$ cat src/rtl/zx81_pkg.sv
// Shared types and constants for the ZX81 memory arbiter.
package zx81_pkg;

    // Arbiter FSM: one grant per IDLE, RAM samples at the end of ISSUE,
    // ack and read data are presented during ACK.
    typedef enum logic [1:0] {
        IDLE  = 2'd0,
        ISSUE = 2'd1,
        ACK   = 2'd2
    } arb_state_t;

    // Requester index positions in the request/grant vectors.
    localparam int REQ_VID = 0;
    localparam int REQ_LDR = 1;
    localparam int REQ_CPU = 2;

    // Consecutive CPU losses tolerated before the CPU is forced to win.
    localparam int STARVE_MAX_DEFAULT = 4;

endpackage

$ cat src/rtl/zx81_prio_pick.sv
// Combinational fixed-priority picker with a starvation override.
// Order is vid > ldr > cpu; when starve is set the CPU jumps ahead of
// the loader, but video still wins because display timing is real-time.
module zx81_prio_pick
    import zx81_pkg::*;
(
    input  logic [2:0] req,
    input  logic       starve,
    output logic [2:0] grant,
    output logic       valid
);

    // One-hot grant of the highest-priority pending request.
    always_comb begin
        grant = 3'b000;
        if (req[REQ_VID]) begin
            grant[REQ_VID] = 1'b1;
        end else if (starve && req[REQ_CPU]) begin
            grant[REQ_CPU] = 1'b1;
        end else if (req[REQ_LDR]) begin
            grant[REQ_LDR] = 1'b1;
        end else if (req[REQ_CPU]) begin
            grant[REQ_CPU] = 1'b1;
        end
        valid = |req;
    end

endmodule

$ cat src/rtl/zx81_mem_arbiter.sv
// Arbitrates a single-port synchronous RAM among video fetch, .P loader
// and Z80 CPU. Each access takes three cycles (IDLE grant, ISSUE, ACK);
// the RAM control pins are registered and owned by this block.
//
// Handshake: a requester holds req (with addr/we/wdata stable) until it
// sees its one-cycle ack; rdata is valid only in the ack cycle. Requests
// are not sampled in ACK, so the requester has that cycle to drop or change
// its request. An ack still pulses if the request was dropped after grant.
module zx81_mem_arbiter
    import zx81_pkg::*;
#(
    parameter int ADDR_W     = 16,
    parameter int DATA_W     = 8,
    parameter int STARVE_MAX = STARVE_MAX_DEFAULT  // legal range 1..15
) (
    input  logic              clk_sys,
    input  logic              reset_n,

    input  logic              vid_req,
    input  logic [ADDR_W-1:0] vid_addr,

    input  logic              ldr_req,
    input  logic [ADDR_W-1:0] ldr_addr,
    input  logic              ldr_we,
    input  logic [DATA_W-1:0] ldr_wdata,

    input  logic              cpu_req,
    input  logic [ADDR_W-1:0] cpu_addr,
    input  logic              cpu_we,
    input  logic [DATA_W-1:0] cpu_wdata,

    output logic              vid_ack,
    output logic              ldr_ack,
    output logic              cpu_ack,
    output logic [DATA_W-1:0] rdata,
    output logic              cpu_wait,

    output logic              mem_en,
    output logic              mem_we,
    output logic [ADDR_W-1:0] mem_addr,
    output logic [DATA_W-1:0] mem_wdata,
    input  logic [DATA_W-1:0] mem_rdata,

    output logic [1:0]        dbg_state
);

    localparam logic [3:0] STARVE_LIM = 4'(STARVE_MAX);

    arb_state_t        state_q, state_d;
    logic [1:0]        win_q, win_d;
    logic [2:0]        ack_q, ack_d;
    logic [3:0]        starve_q, starve_d;
    logic              mem_en_q, mem_en_d;
    logic              mem_we_q, mem_we_d;
    logic [ADDR_W-1:0] mem_addr_q, mem_addr_d;
    logic [DATA_W-1:0] mem_wdata_q, mem_wdata_d;

    logic [2:0]        req_vec;
    logic [2:0]        grant;
    logic              grant_valid;
    logic              starve;

    assign req_vec = {cpu_req, ldr_req, vid_req};
    assign starve  = (starve_q == STARVE_LIM);

    zx81_prio_pick u_pick (
        .req    (req_vec),
        .starve (starve),
        .grant  (grant),
        .valid  (grant_valid)
    );

    // Next-state, winner latch, RAM control and starvation counter.
    always_comb begin
        state_d     = state_q;
        win_d       = win_q;
        ack_d       = 3'b000;
        starve_d    = starve_q;
        mem_en_d    = 1'b0;
        mem_we_d    = 1'b0;
        mem_addr_d  = mem_addr_q;
        mem_wdata_d = mem_wdata_q;

        case (state_q)
            IDLE: begin
                if (grant_valid) begin
                    mem_en_d = 1'b1;
                    state_d  = ISSUE;
                    if (grant[REQ_VID]) begin
                        win_d       = 2'(REQ_VID);
                        mem_we_d    = 1'b0;
                        mem_addr_d  = vid_addr;
                        mem_wdata_d = '0;
                    end else if (grant[REQ_LDR]) begin
                        win_d       = 2'(REQ_LDR);
                        mem_we_d    = ldr_we;
                        mem_addr_d  = ldr_addr;
                        mem_wdata_d = ldr_wdata;
                    end else begin
                        win_d       = 2'(REQ_CPU);
                        mem_we_d    = cpu_we;
                        mem_addr_d  = cpu_addr;
                        mem_wdata_d = cpu_wdata;
                    end
                end
                // Loss counting happens in the same cycle as the grant.
                if (cpu_req) begin
                    if (grant[REQ_CPU]) begin
                        starve_d = 4'd0;
                    end else if (starve_q != STARVE_LIM) begin
                        starve_d = starve_q + 4'd1;
                    end
                end
            end
            ISSUE: begin
                ack_d[REQ_VID] = (win_q == 2'(REQ_VID));
                ack_d[REQ_LDR] = (win_q == 2'(REQ_LDR));
                ack_d[REQ_CPU] = (win_q == 2'(REQ_CPU));
                state_d        = ACK;
            end
            ACK: begin
                state_d = IDLE;
            end
            default: begin
                state_d = IDLE;
            end
        endcase
    end

    // State and output registers; reset aborts any access in flight.
    always_ff @(posedge clk_sys or negedge reset_n) begin
        if (!reset_n) begin
            state_q     <= IDLE;
            win_q       <= 2'd0;
            ack_q       <= 3'b000;
            starve_q    <= 4'd0;
            mem_en_q    <= 1'b0;
            mem_we_q    <= 1'b0;
            mem_addr_q  <= '0;
            mem_wdata_q <= '0;
        end else begin
            state_q     <= state_d;
            win_q       <= win_d;
            ack_q       <= ack_d;
            starve_q    <= starve_d;
            mem_en_q    <= mem_en_d;
            mem_we_q    <= mem_we_d;
            mem_addr_q  <= mem_addr_d;
            mem_wdata_q <= mem_wdata_d;
        end
    end

    assign vid_ack   = ack_q[REQ_VID];
    assign ldr_ack   = ack_q[REQ_LDR];
    assign cpu_ack   = ack_q[REQ_CPU];
    assign rdata     = mem_rdata;
    assign cpu_wait  = cpu_req & ~cpu_ack;

    assign mem_en    = mem_en_q;
    assign mem_we    = mem_we_q;
    assign mem_addr  = mem_addr_q;
    assign mem_wdata = mem_wdata_q;

    assign dbg_state = state_q;

endmodule

$ cat config.mk
export PLATFORM = sky130hd
export DESIGN_NAME = zx81_mem_arbiter
export DESIGN_NICKNAME = d
export VERILOG_FILES = /design/src/rtl/zx81_pkg.sv /design/src/rtl/zx81_prio_pick.sv /design/src/rtl/zx81_mem_arbiter.sv
export SDC_FILE = /design/constraint.sdc
export NUM_CORES = 1
export LEC_CHECK = 0
export CORE_MARGIN = 8
export CORE_UTILIZATION = 38
export DETAILED_ROUTE_END_ITERATION = 7
export GPL_ROUTABILITY_DRIVEN = 0
export PLACE_DENSITY = 0.8
export REMOVE_ABC_BUFFERS = 1
export SLEW_MARGIN = 20
export SYNTH_ARGS = -nofsm -noshare
export SYNTH_HDL_FRONTEND = slang
export SYNTH_SLANG_ARGS = --single-unit
$ cat constraint.sdc
create_clock -name clk_sys -period 2.1 [get_ports clk_sys]
set_input_delay 0.42 -clock clk_sys [delete_from_list [all_inputs] [get_ports clk_sys]]
set_output_delay 0.42 -clock clk_sys [all_outputs]
set_load 0.03 [all_outputs]
Fig. 1: run 1, cell classes on the final placement
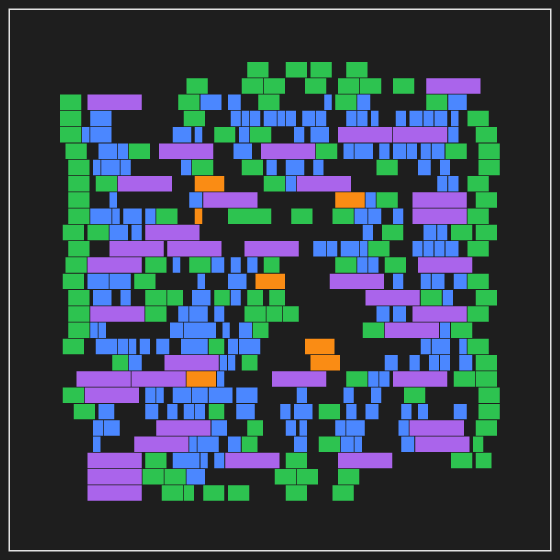
orange -> clock drivers and dummy loads  # cells 7, share of their area 2.7%
green -> remaining buffers and delay cells  # cells 117, share of their area 36%
blue -> remaining logic cells  # cells 170, share of their area 32%
purple -> registers  # cells 37, share of their area 29%
core region area: 5410 sq um
fin area: 3260 sq um
sequential cell area share: 0.284
# rows: 27
Post-Route Utilization: 0.604

Fig. 2: run 1, cells by drive strength
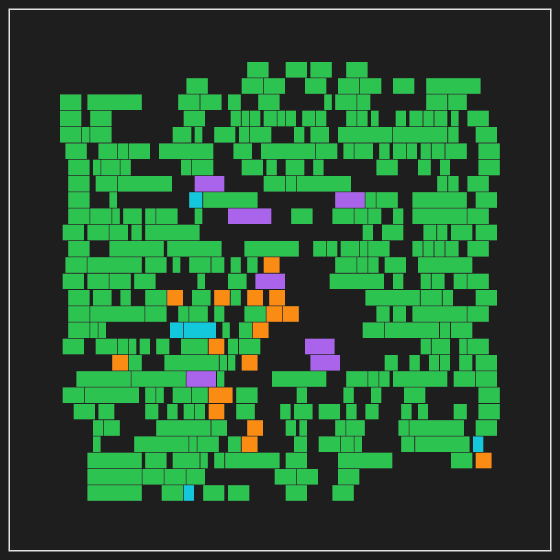
green -> x1 and smaller  # cells 303
cyan -> x2  # cells 5
orange -> x3 and x4  # cells 16
purple -> x6 and larger  # cells 7
Non-Clock Buffer Count: 117
Layout area overhead: 55.9%
setup slack after layout: 0.196 ns

Fig. 3: run 1, placement density heat map
Bar = 20 microns. The die is cut into 9 by 9 equal tiles; dark blue is low, red is high, 0 to 100% covered.
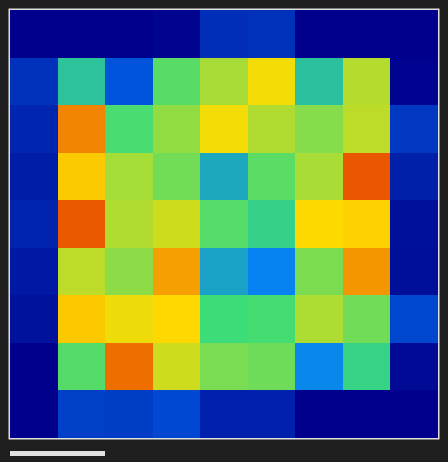
nearly empty tiles = 16%
mean over tiles = 39%
fullest tile = 90%
tiles over 75% full = 14%
FP Util: 0.387

==> impl_metrics.env, run 1 <==
# flow metrics
export IMPL_p_total_mw=4.18
export IMPL_dpl_worst_slack_ns=-0.0381
export IMPL_avgSynthCellArea_sq_um=9.02
export IMPL_reg2reg_from="starve_q[0]"
export IMPL_cp_max_fo=6
export IMPL_finalHoldViolCount=0
export IMPL_htreeDepth=2
export IMPL_grt_pass1_wl_microns=11700
export IMPL_final_common_cell="clkdlybuf4s50_1"
export IMPL_status="finished clean"
export IMPL_synth_cell_type_count=33
export IMPL_yosys_stat_cells=232
export IMPL_cts_root_buf="clkbuf_8"
export IMPL_crit_family="buffers and inverters"
export IMPL_cp_depth=1
export IMPL_crit_type="reg -> out"
export IMPL_report_final_slew_viol_count=0
export IMPL_dp_cells=396
export IMPL_synth_dominant_cell_count="dfrtp_1"
export IMPL_synthCells=232
export IMPL_comb_area_frac=0.302
export IMPL_first_iter_violations=133
export IMPL_synth_top_flop_cell="dfrtp_1"
export IMPL_p_leak_nw=1.32
export IMPL_synth_edff_count=0
export IMPL_cts_tree="built"
export IMPL_tool_warnings=26
export IMPL_drc_errors=0
export IMPL_fillCellCount=485
export IMPL_slew_headroom=0.631
export IMPL_ir_drop_mv=0.698
export IMPL_postSynth_asyncResetShare=1.00
export IMPL_max_freq_mhz=525
export IMPL_layout_area_top_class="buffers"
export IMPL_crit_start="dbg_state[0]"
## run 1: state kept, by name (all words and copies together), names as in the netlist
signal,count
mem_addr,16
mem_wdata,8
starve_q,4
ack_q,3
dbg_state,2
win_q,2
mem_en,1
mem_we,1
## run 1: power by group
part           switching [mW]  internal (mW)
Combinational            1.35           1.05
Sequential              0.229           1.05
Clock                   0.241          0.260
## run 1: cell families after synthesis
logic type                 Yosys count  share of synthesized area
and+or+nand+nor                     74                      0.201
xor gates and xnor gates             1                    0.00418
DFF                                 37                      0.442
AOI/OAI and AO/OA                   76                      0.226
muxes                                6                     0.0287
buffers and inverters               36                     0.0861
adders and majority gates            2                     0.0120
## run 1: layer usage
layer	track usage	wire, microns
met5	0	0
met1	0.209	2930
met2	0.275	3450
met4	0.0291	13
met3	0.0840	780
Fig. 4: run 1, wire density map
Bar = 20 microns. The die is cut into 18 by 18 equal tiles; dark blue is low, red is high, scaled to the fullest tile. Values are wire area over tile area, all layers added.
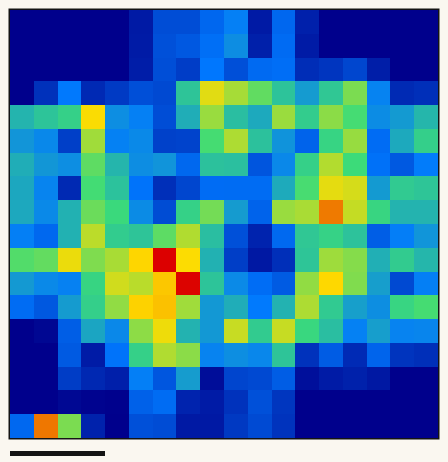

==> run 1 -> run 2 <==
GPL_TIMING_DRIVEN = 0   (was default)
PLACE_DENSITY = default   (was 0.8)
PLACE_DENSITY_LB_ADDON = 0.25   (was default)
Fig. 5: run 2, wire density map
Bar = 20 microns. The die is cut into 18 by 18 equal tiles; dark blue is low, red is high, scaled to the fullest tile. Values are wire area over tile area, all layers added.
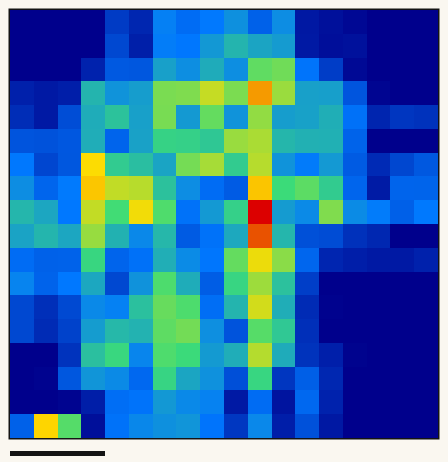
mean over tiles = 0.14
emptiest ninth of the die = lower right
tiles over half the peak = 14%
fullest tile = 0.53
nearly empty tiles = 21%
Routed Wire Length: 6870 microns
total global-route track usage: 0.171
Avg WL per Cell: 17.4 microns
Vias: 2118

Fig. 6: run 2, cell classes on the final placement
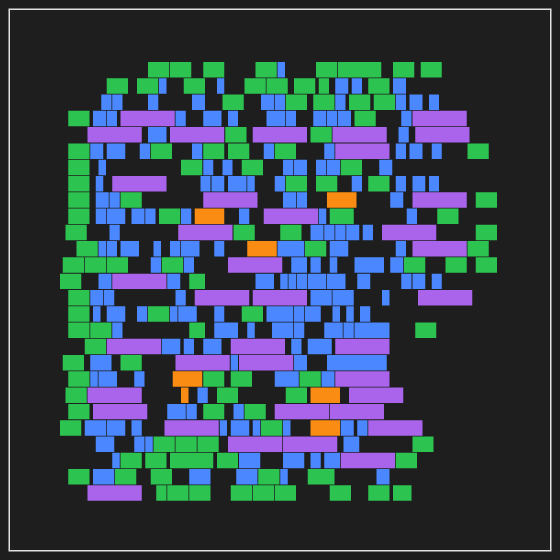
purple -> registers  # cells 37, share of their area 29%
orange -> clock drivers and dummy loads  # cells 7, share of their area 2.7%
green -> remaining buffers and delay cells  # cells 108, share of their area 34%
blue -> remaining logic cells  # cells 171, share of their area 34%
fin area: 3270 sq um
Post-Route Utilization: 0.605
sequential cell area share: 0.283

==> impl_metrics.env, run 2 <==
# flow metrics
export IMPL_cts_tree="built"
export IMPL_final_common_cell="clkdlybuf4s50_1"
export IMPL_synthCells=232
export IMPL_p_seq_frac=0.310
export IMPL_pwr_share_comb=0.567
export IMPL_p_int_mw=2.29
export IMPL_synth_top_flop_cell="dfrtp_1"
export IMPL_logic_family="AND-OR/OR-AND gates"
export IMPL_mux_share=0.0287
export IMPL_die_area_sq_um=8140
export IMPL_tool_warnings=26
export IMPL_p_sw_mw=1.80
export IMPL_first_iter_violations=115
export IMPL_comb_power_mw=2.32
export IMPL_synth_edff_count=0
export IMPL_area_growth_pct=56.3
export IMPL_dpl_worst_slack_ns=-0.959
export IMPL_drc_errors=0
export IMPL_adder_share=0.0120
export IMPL_clk_power_uw=502
export IMPL_cp_max_fo=16
export IMPL_synth_dominant_cell_count="dfrtp_1"
export IMPL_skew_ns=0.00918
export IMPL_fin_ws_ns=0.155
export IMPL_fillCellCount=508
export IMPL_max_freq_mhz=514
export IMPL_postSynth_asyncResetShare=1.00
export IMPL_fp_row_count=27
export IMPL_core_area_sq_um=5410
export IMPL_avgSynthCellArea_sq_um=9.02
export IMPL_synthAoiAreaFrac=0.226
export IMPL_report_final_slew_viol_count=0
export IMPL_cts_root_buf="clkbuf_8"
export IMPL_reg2reg_from="starve_q[0]"
export IMPL_slew_headroom=0.558
export IMPL_power_top_consumer="combinational logic"
export IMPL_crit_type="in -> reg"
export IMPL_synth_cell_type_count=33
export IMPL_seq_power_mw=1.27
export IMPL_yosysWarningCount=0
export IMPL_status="finished clean"
export IMPL_p_total_mw=4.09
export IMPL_startpoint_type="input pin"
export IMPL_p_clk_frac=0.123
export IMPL_p_leak_nw=1.31
export IMPL_grt_pass1_wl_microns=11300
export IMPL_yosys_stat_cells=232
## run 2: cell counts after synthesis
Identical to the previous run, type by type.
## run 2: cells by family after synthesis
kind of cell | after synthesis
fa+ha+maj | 2
compound gates | 76
mux | 6
simple gates | 74
xor+xnor | 1
buf+inv | 36
flops | 37
## run 2: layer usage
layer	GRT usage	wire length, microns
met2	0.282	3610
met3	0.0532	388
met5	0	0
met1	0.199	2700
met4	0.0763	175
## run 2: area by class of cell
cell class	instances	area share
repair buffers	108	0.333
multi-input cells	160	0.318
flip-flops and latches	37	0.283
well taps	72	0.0275
clock buffers	7	0.0264
inverters	11	0.0126
## run 2: critical path, stage by stage
cell	delay [ns]
clkdlybuf4s50_1	0.66
nor2b_4	0.28
buf_6	0.20
nand3_1	0.26
a2bb2o_1	0.34
Power and IR drop assume default switching activity.
